Run 1, local utilization:
The die is cut into 10 by 10 equal tiles; white is low, dark blue is high, 0 to 100% covered.
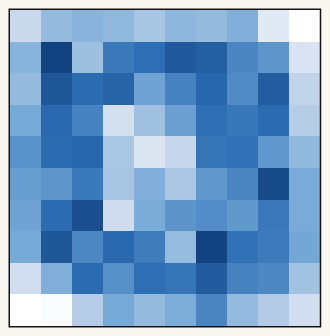
Run 1, cell outlines without signal wires:
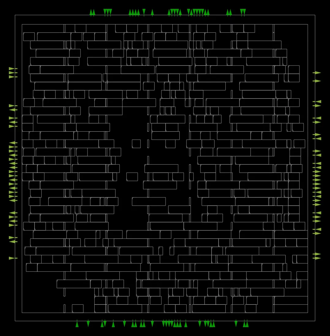
Run 1, ports around the boundary:
Pins as bars across the die edge, other pins in grey.
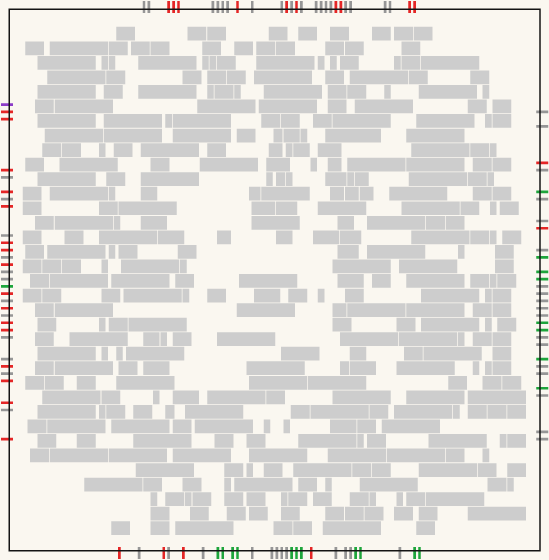
[config.mk]
export PLATFORM = sky130hd
export DESIGN_NAME = if_id_fetch_queue
export DESIGN_NICKNAME = d
export VERILOG_FILES = /design/src/rtl/if_id_fetch_queue.sv
export SDC_FILE = /design/constraint.sdc
export NUM_CORES = 1
export LEC_CHECK = 0
export ABC_AREA = 0
export CAP_MARGIN = 20
export CORE_AREA = 2 2 97 99
export DETAILED_ROUTE_END_ITERATION = 12
export DIE_AREA = 0 0 99 101
export HOLD_SLACK_MARGIN = 0.08
export PLACE_DENSITY = 0.78
export SLEW_MARGIN = 25
export SYNTH_ARGS = -nofsm -noshare
export SYNTH_HDL_FRONTEND = slang
export SYNTH_SLANG_ARGS = --single-unit
[constraint.sdc]
create_clock -name clk -period 4.24 [get_ports clk]
set_clock_uncertainty 0.15 [all_clocks]
set_input_delay 1.272 -clock clk [delete_from_list [all_inputs] [get_ports clk]]
set_output_delay 1.272 -clock clk [all_outputs]
set_load 0.05 [all_outputs]
[src/rtl/if_id_fetch_queue.sv]
// IF/ID fetch queue: a small FIFO of (pc, instruction) pairs between fetch and decode.
// Valid/ready handshakes on both sides; flush empties the queue and decode then sees NOP_INSTR.
module if_id_fetch_queue #(
   parameter int unsigned                 PC_DATA_WIDTH     = 20,
   parameter int unsigned                 INSTRUCTION_WIDTH = 32,
   parameter int unsigned                 DEPTH             = 2,
   parameter logic [INSTRUCTION_WIDTH-1:0] NOP_INSTR        = '0
) (
   input  logic                         clk,
   input  logic                         rst_n,
   input  logic                         flush,
   input  logic                         if_valid,
   output logic                         if_ready,
   input  logic [PC_DATA_WIDTH-1:0]     pc_in,
   input  logic [INSTRUCTION_WIDTH-1:0] inst_mem_data_in,
   input  logic                         id_ready,
   output logic                         id_valid,
   output logic [PC_DATA_WIDTH-1:0]     new_pc_out,
   output logic [INSTRUCTION_WIDTH-1:0] instruction_reg_out,
   output logic [$clog2(DEPTH):0]       count_out
);

   localparam int unsigned PtrW = $clog2(DEPTH);
   localparam int unsigned CntW = PtrW + 1;

   // Storage is deliberately not reset; count_q alone decides which slots are meaningful.
   logic [PC_DATA_WIDTH-1:0]     pc_mem   [DEPTH];
   logic [INSTRUCTION_WIDTH-1:0] inst_mem [DEPTH];

   logic [PtrW-1:0] wr_ptr_q, wr_ptr_d;
   logic [PtrW-1:0] rd_ptr_q, rd_ptr_d;
   logic [CntW-1:0] count_q, count_d;
   logic            push;
   logic            pop;

   // Handshake flags come from registered count only, so flush/id_ready never reach if_ready.
   always_comb begin
      if_ready = (count_q != CntW'(DEPTH));
      id_valid = (count_q != '0);
      push     = if_valid & if_ready & ~flush;
      pop      = id_valid & id_ready & ~flush;
   end

   // Next-state pointers and occupancy; DEPTH is a power of two so pointers wrap naturally.
   always_comb begin
      wr_ptr_d = wr_ptr_q;
      rd_ptr_d = rd_ptr_q;
      count_d  = count_q;
      if (flush) begin
         wr_ptr_d = '0;
         rd_ptr_d = '0;
         count_d  = '0;
      end else begin
         if (push) wr_ptr_d = wr_ptr_q + PtrW'(1);
         if (pop)  rd_ptr_d = rd_ptr_q + PtrW'(1);
         count_d = count_q + CntW'(push) - CntW'(pop);
      end
   end

   // Pointer and count registers; async reset drops every entry at once.
   always_ff @(posedge clk or negedge rst_n) begin
      if (!rst_n) begin
         wr_ptr_q <= '0;
         rd_ptr_q <= '0;
         count_q  <= '0;
      end else begin
         wr_ptr_q <= wr_ptr_d;
         rd_ptr_q <= rd_ptr_d;
         count_q  <= count_d;
      end
   end

   // Write the accepted pair into the tail slot.
   always_ff @(posedge clk) begin
      if (push) begin
         pc_mem[wr_ptr_q]   <= pc_in;
         inst_mem[wr_ptr_q] <= inst_mem_data_in;
      end
   end

   // Head entry to decode; an empty queue presents pc 0 and the NOP.
   always_comb begin
      count_out = count_q;
      if (id_valid) begin
         new_pc_out          = pc_mem[rd_ptr_q];
         instruction_reg_out = inst_mem[rd_ptr_q];
      end else begin
         new_pc_out          = '0;
         instruction_reg_out = NOP_INSTR;
      end
   end

endmodule
==> impl_metrics.py, run 1 <==
# Generated from Yosys and OpenROAD reports
metrics = {
    "route": {
        "num_vias": 2357,
        "drc_errors": 0,
        "firstDrtPassIters": 4,
        "drtIter0Drc": 50,
        "antenna_left": 0,
        "wl_per_cell_microns": 15.6,
        "wirelength_mm": 7.48,
    },
    "clock_network": {
        "cts_tree": "yes",
        "cts_sinks": 108,
        "cts_setup_buffers": 0,
        "clk_pin_slew_ns": 0.10,
        "cts_resized": 0,
        "hold_buffers": 0,
        "cts-root-buf": "clkbuf_8",
        "cts_buffer_depth": 2,
        "cts_max_level": 3,
    },
    "final_timing": {
        "finalSetupTns_ns": 0,
        "slew-limit-headroom_pct": 59.6,
        "period_used_pct": 92.5,
        "rsz0062_at_grt": "no",
        "hold_violations": 0,
        "worstMarginPinSlew_ns": 0.607,
        "fin_crit_ns": 3.92,
        "fin_ws_ns": 0.317,
        "setup_viol": 0,
        "holdWs_ns": 0.411,
        "final-max-slew-violation-count": 0,
        "clock.fmax_mhz": 255,
    },
    "place": {
        "place_worst_setup_slack_ns": 0.684,
        "dpl.cell_count": 463,
        "place.gp.congestion": 0.688,
        "place.detailed.hpwl_mm": 5.15,
    },
    "critical_path": {
        "crit_type": "flip-flop to primary output",
        "crit_slowest_cell": "dfrtp_4",
        "critPathMaxFanout": 33,
        "worstPathCellList": "buf_12, mux2i_1, nor2_1, clkdlybuf4s50_1",
        "cpPeakStageDelay_ns": 0.82,
        "r2r_slack_ns": 2.05,
        "cp-start-kind": "flip-flop",
        "rr_startpoint": "count_out[0]$_DFF_PN0_",
        "r2r_end": "count_out[1]$_DFF_PN0_",
        "crit_buf_inv": 2,
        "cp.required_ns": 2.82,
        "rr_worst_depth": 8,
        "crit_path_end_kind": "primary output",
        "cp_data_arrival_time_ns": 2.50,
    },
    "grt": {
        "grt_max_degree": 34,
        "grt_pass1_vias": 2470,
        "grt_antenna_before_repair": 0,
        "grt_pass1_wl_mm": 11.8,
        "grt_usage_pct": 15.4,
        "grt_overflow": 0,
    },
    "min_path": {
        "min_to": "wr_ptr_q$_DFFE_PN0P_",
        "hp-class": "flip-flop to flip-flop",
    },
    "synthesis": {
        "yosys_warnings": 0,
        "avgSynthCellArea_sq_um": 17.2,
        "synth.distinct_cells": 20,
        "ys_chip_area_sq_um": 4200,
        "yosysTopAreaCell": "edfxtp_1",
        "netlist_area_sq_um": 4200,
        "numSynthFlops": 108,
        "yosysTopAreaCellShare_pct": 74.4,
        "syn_inst": 244,
        "syn-num-nets": 303,
        "topCellsByArea": "edfxtp_1 74%, mux2i_1 12%, nor2_1 5.1%, dfrtp_1 2.4%, buf_8 1.8%",
    },
    "job": {
        "warnings": 27,
        "drv_cap": 0,
    },
    "power": {
        "p_leak_nw": 1.85,
        "clock_power_share_pct": 20.5,
        "p_comb_share_pct": 32.2,
        "pwr-share-seq_pct": 47.3,
        "powerDensity_nw_per_um2": 483,
        "p_switching_w": 0.000944,
        "internal_power_w": 0.00176,
        "swShare_pct": 34.8,
    },
    "status": {
        "status": "finished clean",
    },
    "floorplanning": {
        "ios": 113,
        "num_rows": 35,
        "chip_area_sq_um": 10000,
    },
    "cells_and_area": {
        "layout-drive-gt1-share_pct": 8.42,
        "lay_top_cells": "112 x clkdlybuf4s50_1, 104 x edfxtp_1, 55 x nor2_1, 52 x mux2i_1, 9 x clkbuf_8",
        "antenna_cells": 0,
        "num-nets-final": 422,
    },
}
-- 'local utilization' (at the start) --
tiles over 75% full: 21%
nearly empty tiles: 2.0%
fullest tile: 93%
mean over tiles: 55%
fp util: 46.8%
core area: 8980 sq um
fin util: 62.4%

-- 'cell outlines without signal wires' (at the start) --
sequential share of cell area: 57.6%
fin cells: 479
Fill cells: 703
seq_cells: 108
Tapcell Cnt: 111

-- 'ports around the boundary' (at the start) --
[clk] purple | pins: 1 | direction: input | edge: west
[inst_mem_data_in] red | pins: 32 | direction: input | edge: 16 west, 10 north, 4 south, 2 east
[pc_in] green | pins: 20 | direction: input | edge: 11 south, 8 east, 1 west
Die X-Extent: 99 microns
Die Ht: 101 microns
port bufs: 112

-- run 1: worst register-to-register path, stage by stage, from the launching register on --
cell,delay (ns)
dfrtp_1,0.46
nand2b_2,0.20
nand3b_1,0.26
ha_1,0.37
inv_1,0.04
ha_1,0.18
xor2_1,0.16
and2_2,0.19
nor3_1,0.12
-- run 1: worst max-delay path by stage --
stage,from,depth (start not counted),end
after floorplan,flush,2,inst_mem[0][0]$_DFFE_PP_
after global placement,rd_ptr_q$_DFFE_PN0P_,4,instruction_reg_out[22]
after detailed placement,rd_ptr_q$_DFFE_PN0P_,4,new_pc_out[4]
after CTS,rd_ptr_q$_DFFE_PN0P_,4,new_pc_out[4]
after global routing,rd_ptr_q$_DFFE_PN0P_,4,new_pc_out[4]
final,rd_ptr_q$_DFFE_PN0P_,4,instruction_reg_out[27]
-- run 1: layer usage --
layer	track usage, %	vias up	routed length (microns)
met5	0	-	0
met4	3.48	0	39
met3	4.65	2	428
met2	27.5	67	3930
met1	18.5	1154	3080
li1	-	1134	-
-- run 1: area by class of cell --
cell class | count | area [sq um]
flip-flops and latches | 108 | 3230
clock inverters | 7 | 48.8
inverters | 3 | 11.3
well taps | 111 | 139
clock buffers | 9 | 124
multi-input cells | 122 | 867
repair buffers | 119 | 1190
fillers | 703 | 3370
-- run 1: per-stage QoR --
step / total power, W / instance area, sq um
3_5_place_dp: 0.00219 / 5430
5_1_grt: 0.00283 / 5600
4_1_cts: 0.00274 / 5600
6_report: 0.00271 / 5600
2_1_floorplan: 0.00190 / 4200
3_3_place_gp: 0.00218 / 5430
-- run 1: power groups by stage --
stage | combinational, W | sequential (W) | clock [W]
floorplan | 0.000607 | 0.00129 | 0
global placement | 0.000872 | 0.00130 | 0
detailed placement | 0.000881 | 0.00131 | 0
CTS | 0.000883 | 0.00128 | 0.000574
global route | 0.000918 | 0.00129 | 0.000622
finish | 0.000871 | 0.00128 | 0.000556
-- run 1: cell usage after synthesis --
cell type / count
and2_2: 1
nor2b_1: 1
a211oi_2: 1
edfxtp_1: 104
buf_6: 1
nor3_1: 1
o21bai_2: 1
nand2b_2: 1
mux2i_1: 52
xor2_1: 2
ha_1: 2
dfrtp_1: 4
inv_2: 1
nor2_4: 1
nand3b_1: 1
o21ai_1: 1
buf_2: 5
buf_8: 5
nor2_1: 57
inv_1: 2
-- run 1: flip-flops by register name, indices dropped and copies added (netlist names) --
| name | cells |
|---|---|
| count_out | 2 |
| inst_mem | 64 |
| pc_mem | 40 |
| rd_ptr_q | 1 |
| wr_ptr_q | 1 |
-- run 1: logic make-up (layout without fill, tap and decap cells) --
kind of cell | Yosys count | in the layout | share of synthesized area (%)
mux | 52 | 52 | 12.4
compound gates | 3 | 3 | 0.685
xor+xnor | 2 | 2 | 0.417
fa+ha+maj | 2 | 2 | 0.596
simple gates | 63 | 63 | 6.20
flops | 108 | 108 | 76.8
buf+inv | 14 | 138 | 2.92
==> run 2, diff against run 1 <==
ABC_CLOCK_PERIOD_IN_PS = 4240   (was default)
Run 2, cell outlines without signal wires:
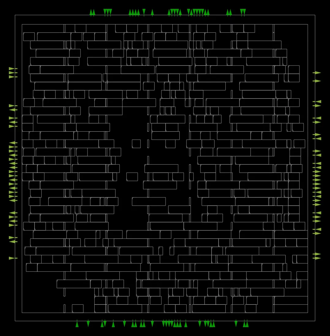
# rows: 35

==> impl_metrics.py, run 2 <==
# Generated from Yosys and OpenROAD reports
metrics = {
    "clock_network": {
        "cts_resized": 0,
        "cts_max_level": 3,
        "cts_tree": "yes",
        "cts_sinks": 108,
        "hold_buffers": 0,
        "cts_buffer_depth": 2,
    },
    "route": {
        "firstDrtPassIters": 4,
        "wl_per_cell_microns": 15.6,
    },
    "floorplanning": {
        "ios": 113,
        "die_w_microns": 99,
        "chip_area_sq_um": 10000,
        "core_area_sq_um": 8980,
    },
    "synthesis": {
        "yosysTopAreaCell": "edfxtp_1",
        "synth-main-ff-cell": "edfxtp_1",
        "edf_count": 104,
        "numSynthFlops": 108,
        "top_cells_by_count": "104 x edfxtp_1, 57 x nor2_1, 52 x mux2i_1",
        "synthArstFlopShare_pct": 3.70,
        "synth.distinct_cells": 20,
        "syn_inst": 244,
        "syn-num-nets": 303,
    },
    "cells_and_area": {
        "largest_register_ffs": 64,
        "final_util_pct": 62.4,
        "num-nets-final": 422,
    },
    "status": {
        "status": "finished clean",
    },
    "place": {
        "place.detailed.hpwl_mm": 5.15,
        "portBuffers": 112,
        "place_worst_setup_slack_ns": 0.684,
    },
    "critical_path": {
        "crit_slowest_cell": "dfrtp_4",
        "crit_path_end_kind": "primary output",
        "rr_worst_depth": 8,
        "cp.required_ns": 2.82,
        "cpPeakStageDelay_ns": 0.82,
    },
    "power": {
        "powerDensity_nw_per_um2": 483,
        "pwr-share-seq_pct": 47.3,
        "p_leak_nw": 1.85,
        "clock_power_share_pct": 20.5,
    },
    "grt": {
        "grt_pass1_wl_mm": 11.8,
        "grt_usage_pct": 15.4,
    },
}
## run 2: routing by layer
layer / GRT usage, % / wire length, microns / vias to the layer above
li1: - / - / 1134
met1: 18.5 / 3080 / 1154
met4: 3.48 / 39 / 0
met2: 27.5 / 3930 / 67
met5: 0 / 0 / -
met3: 4.65 / 428 / 2
## run 2: cell families after synthesis
| group | count (synthesis) | share of synthesized area, % |
|---|---|---|
| xor+xnor | 2 | 0.417 |
| mux | 52 | 12.4 |
| compound gates | 3 | 0.685 |
| buf+inv | 14 | 2.92 |
| flops | 108 | 76.8 |
| simple gates | 63 | 6.20 |
| fa+ha+maj | 2 | 0.596 |
## run 2: worst max path at each step
stage               slack [ns]                        to  cells after the start
floorplan                -0.07  inst_mem[0][0]$_DFFE_PP_                      2
global placement          0.71   instruction_reg_out[22]                      4
detailed placement        0.68             new_pc_out[4]                      4
CTS                       0.28             new_pc_out[4]                      4
global route              0.16             new_pc_out[4]                      4
finish                    0.32   instruction_reg_out[27]                      4
## run 2: worst max-delay path, delay by kind of cell, from the launching register on
family / cells / cell delay (ns)
mux: 1 / 0.10
flops: 1 / 0.82
simple gates: 1 / 0.11
buf+inv: 2 / 1.08
## run 2: cell type report
type | instances | area (sq um)
clock buffers | 9 | 124
repair buffers | 119 | 1190
flip-flops and latches | 108 | 3230
clock inverters | 7 | 48.8
well taps | 111 | 139
inverters | 3 | 11.3
fillers | 703 | 3370
multi-input cells | 122 | 867
## run 2: per-stage QoR
step           std cells  power (W)  instance area (sq um)  TNS [ns]
2_1_floorplan        244    0.00190                   4200     -7.79
3_3_place_gp         463    0.00218                   5430         0
3_5_place_dp         463    0.00219                   5430         0
4_1_cts              479    0.00274                   5600         0
5_1_grt              479    0.00283                   5600         0
6_report             479    0.00271                   5600         0
## run 2: power groups by stage
stage	Sequential (W)	Combinational [W]	Clock, W
floorplan	0.00129	0.000607	0
global placement	0.00130	0.000872	0
detailed placement	0.00131	0.000881	0
CTS	0.00128	0.000883	0.000574
global route	0.00129	0.000918	0.000622
finish	0.00128	0.000871	0.000556
Run 2, ports around the boundary:
Pins as bars across the die edge, other pins in grey.
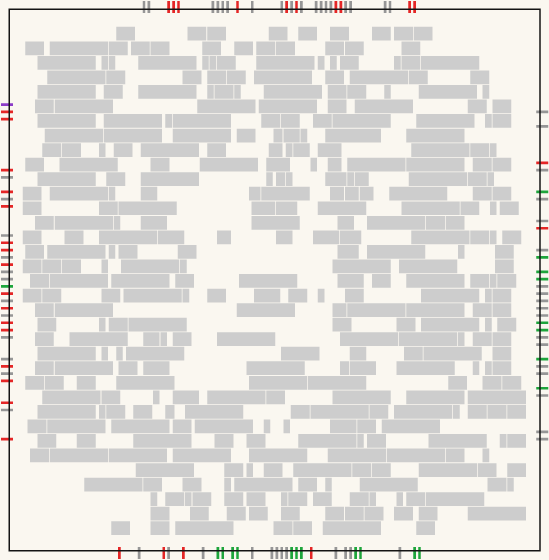

==> run 3, diff against run 2 <==
ABC_AREA = default   (was 0)
CORE_AREA = 2 2 124 78   (was 2 2 97 99)
DIE_AREA = 0 0 126 80   (was 0 0 99 101)
Run 3, ports around the boundary:
Pins as bars across the die edge, other pins in grey.
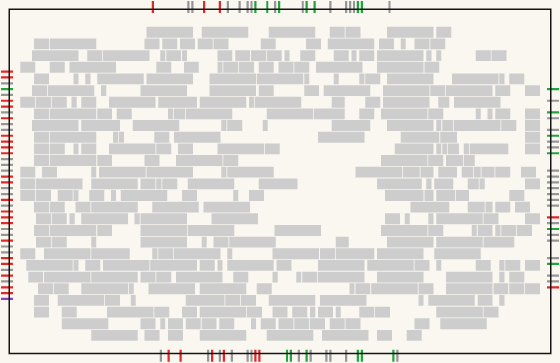
[clk] purple | pins: 1 | direction: input | edge: west
[inst_mem_data_in] red | pins: 32 | direction: input | edge: 21 west, 6 south, 3 north, 2 east
[pc_in] green | pins: 20 | direction: input | edge: 7 north, 6 east, 6 south, 1 west
Die Ht: 80 microns
Die X-Extent: 126 microns

==> impl_metrics.py, run 3 <==
# Generated from Yosys and OpenROAD reports
metrics = {
    "status": {
        "status": "finished clean",
    },
    "route": {
        "routed.top_layer": "met4",
        "wl_per_cell_microns": 16.8,
        "drtIter0Drc": 83,
        "drc_errors": 0,
        "met2_length_mm": 3.68,
        "firstDrtPassIters": 4,
        "met1Wirelength_mm": 3.61,
        "wl_met3_microns": 708,
        "num_vias": 2402,
        "antenna_left": 0,
    },
    "critical_path": {
        "r2r_end": "count_out[1]$_DFF_PN0_",
        "worstPathCellList": "buf_4, mux2i_1, nor2_1, clkdlybuf4s50_1",
        "crit_path_end_kind": "primary output",
        "cp-start-kind": "flip-flop",
        "rr_worst_depth": 8,
        "rr_startpoint": "count_out[0]$_DFF_PN0_",
        "crit_slowest_cell": "clkdlybuf4s50_1",
        "critPathMaxFanout": 23,
        "cp_data_arrival_time_ns": 2.42,
        "crit_start": "rd_ptr_q$_DFFE_PN0P_",
        "cp.required_ns": 2.82,
        "crit_buf_inv": 2,
        "cpPeakStageDelay_ns": 0.82,
        "r2r_slack_ns": 2.06,
        "crit_family": "buffers and inverters",
        "crit_type": "flip-flop to primary output",
    },
    "min_path": {
        "hp-class": "flip-flop to flip-flop",
        "min_to": "wr_ptr_q$_DFFE_PN0P_",
    },
    "clock_network": {
        "hold_buffers": 0,
        "cts_buffer_depth": 2,
        "cts_tree": "yes",
        "cts_sinks": 108,
        "cts_max_level": 3,
        "cts-root-buf": "clkbuf_16",
        "cts_setup_buffers": 0,
    },
    "power": {
        "internal_power_w": 0.00195,
        "p_comb_share_pct": 31.0,
        "p_switching_w": 0.000958,
        "swShare_pct": 33.0,
        "powerDensity_nw_per_um2": 509,
        "p_leak_nw": 1.89,
    },
    "cells_and_area": {
        "final_util_pct": 64.0,
        "num-nets-final": 422,
        "design_area_sq_um": 5710,
        "regArea_sq_um": 3230,
        "combGateArea_sq_um": 867,
        "lay_top_cells": "112 x clkdlybuf4s50_1, 104 x edfxtp_1, 55 x nor2_1, 52 x mux2i_1, 9 x clkbuf_16",
        "antenna_cells": 0,
        "fill_cells": 669,
        "largest_register": "inst_mem",
    },
    "synthesis": {
        "netlist_area_sq_um": 4200,
        "ys_chip_area_sq_um": 4200,
        "yosysTopAreaCell": "edfxtp_1",
        "top_cells_by_count": "104 x edfxtp_1, 57 x nor2_1, 52 x mux2i_1",
        "synth.most_common_cell": "edfxtp_1",
        "edf_count": 104,
        "synth-main-ff-cell": "edfxtp_1",
        "syn-num-nets": 303,
        "yosysTopAreaCellShare_pct": 74.4,
        "synthArstFlopShare_pct": 3.70,
        "topCellsByArea": "edfxtp_1 74%, mux2i_1 12%, nor2_1 5.1%, dfrtp_1 2.4%, buf_8 1.8%",
        "syn_inst": 244,
        "avgSynthCellArea_sq_um": 17.2,
        "numSynthFlops": 108,
        "yosys_warnings": 0,
    },
    "grt": {
        "grt_overflow": 0,
        "grt_antenna_before_repair": 0,
        "grt_pass1_vias": 2554,
        "grt_pass1_wl_mm": 12.9,
        "grt_usage_pct": 17.2,
    },
    "floorplanning": {
        "num_rows": 27,
        "ios": 113,
        "core_area_sq_um": 8920,
        "chip_area_sq_um": 10100,
        "fp_util_pct": 47.1,
    },
    "final_timing": {
        "rsz0062_at_grt": "no",
        "holdWs_ns": 0.399,
        "clock.fmax_mhz": 260,
        "period_used_pct": 90.6,
        "hold_violations": 0,
        "fin_crit_ns": 3.84,
    },
    "place": {
        "place_worst_setup_slack_ns": 0.733,
        "place_area_sq_um": 5450,
        "portBuffers": 112,
        "place.gp.congestion": 0.794,
        "place.detailed.hpwl_mm": 5.44,
    },
    "job": {
        "warnings": 27,
    },
}
==> run 3: cell counts after synthesis <==
Identical to the previous run, type by type.
==> run 3: cells by family after synthesis <==
group,synth area share [%]
adders and majority gates,0.596
DFF,76.8
AOI/OAI and AO/OA,0.685
and+or+nand+nor,6.20
buffers and inverters,2.92
muxes,12.4
xor gates and xnor gates,0.417
==> run 3: layout make-up <==
class                           count  area share (%)
Sequential cell                   108            56.5
Multi-Input combinational cell    122            15.2
Timing Repair Buffer              119            21.0
Tap cell                          116            2.54
Clock buffer                       11            4.08
Clock inverter                      5           0.504
Inverter                            3           0.197
==> run 3: worst register-to-register path, cell delays in order, from the launching register on <==
cell and delay, ns:
dfrtp_1 0.45, nand2b_2 0.19, nand3b_1 0.26, ha_1 0.38
inv_1 0.04, ha_1 0.17, xor2_1 0.14, and2_2 0.18
nor3_1 0.12
==> run 3: power by group through the flow <==
stage	registers (W)	logic (W)	clock network, W
detailed placement	0.00130	0.000905	0
global route	0.00128	0.000950	0.000789
CTS	0.00127	0.000910	0.000751
floorplan	0.00129	0.000607	0
global placement	0.00129	0.000899	0
finish	0.00127	0.000902	0.000730
==> run 3: metrics by stage <==
step | setup TNS, ns | cells | power, W
2_1_floorplan | -7.79 | 244 | 0.00190
3_3_place_gp | 0 | 468 | 0.00219
3_5_place_dp | 0 | 468 | 0.00220
4_1_cts | 0 | 484 | 0.00294
5_1_grt | 0 | 484 | 0.00302
6_report | 0 | 484 | 0.00291
==> run 3: how the worst max path moves through the flow <==
stage | end | slack (ns) | depth (start not counted)
final | instruction_reg_out[11] | 0.40 | 4
after floorplan | inst_mem[0][0]$_DFFE_PP_ | -0.07 | 2
after detailed placement | instruction_reg_out[11] | 0.73 | 4
after global placement | instruction_reg_out[27] | 0.77 | 4
after global routing | instruction_reg_out[11] | 0.28 | 4
after CTS | instruction_reg_out[11] | 0.36 | 4
==> run 3: layer usage <==
layer	GRT usage (%)	vias up
li1	-	1138
met2	26.4	91
met5	0	-
met3	7.44	13
met4	5.82	0
met1	22.1	1160
No activity file was given, so power comes from the tool's default toggle rates.
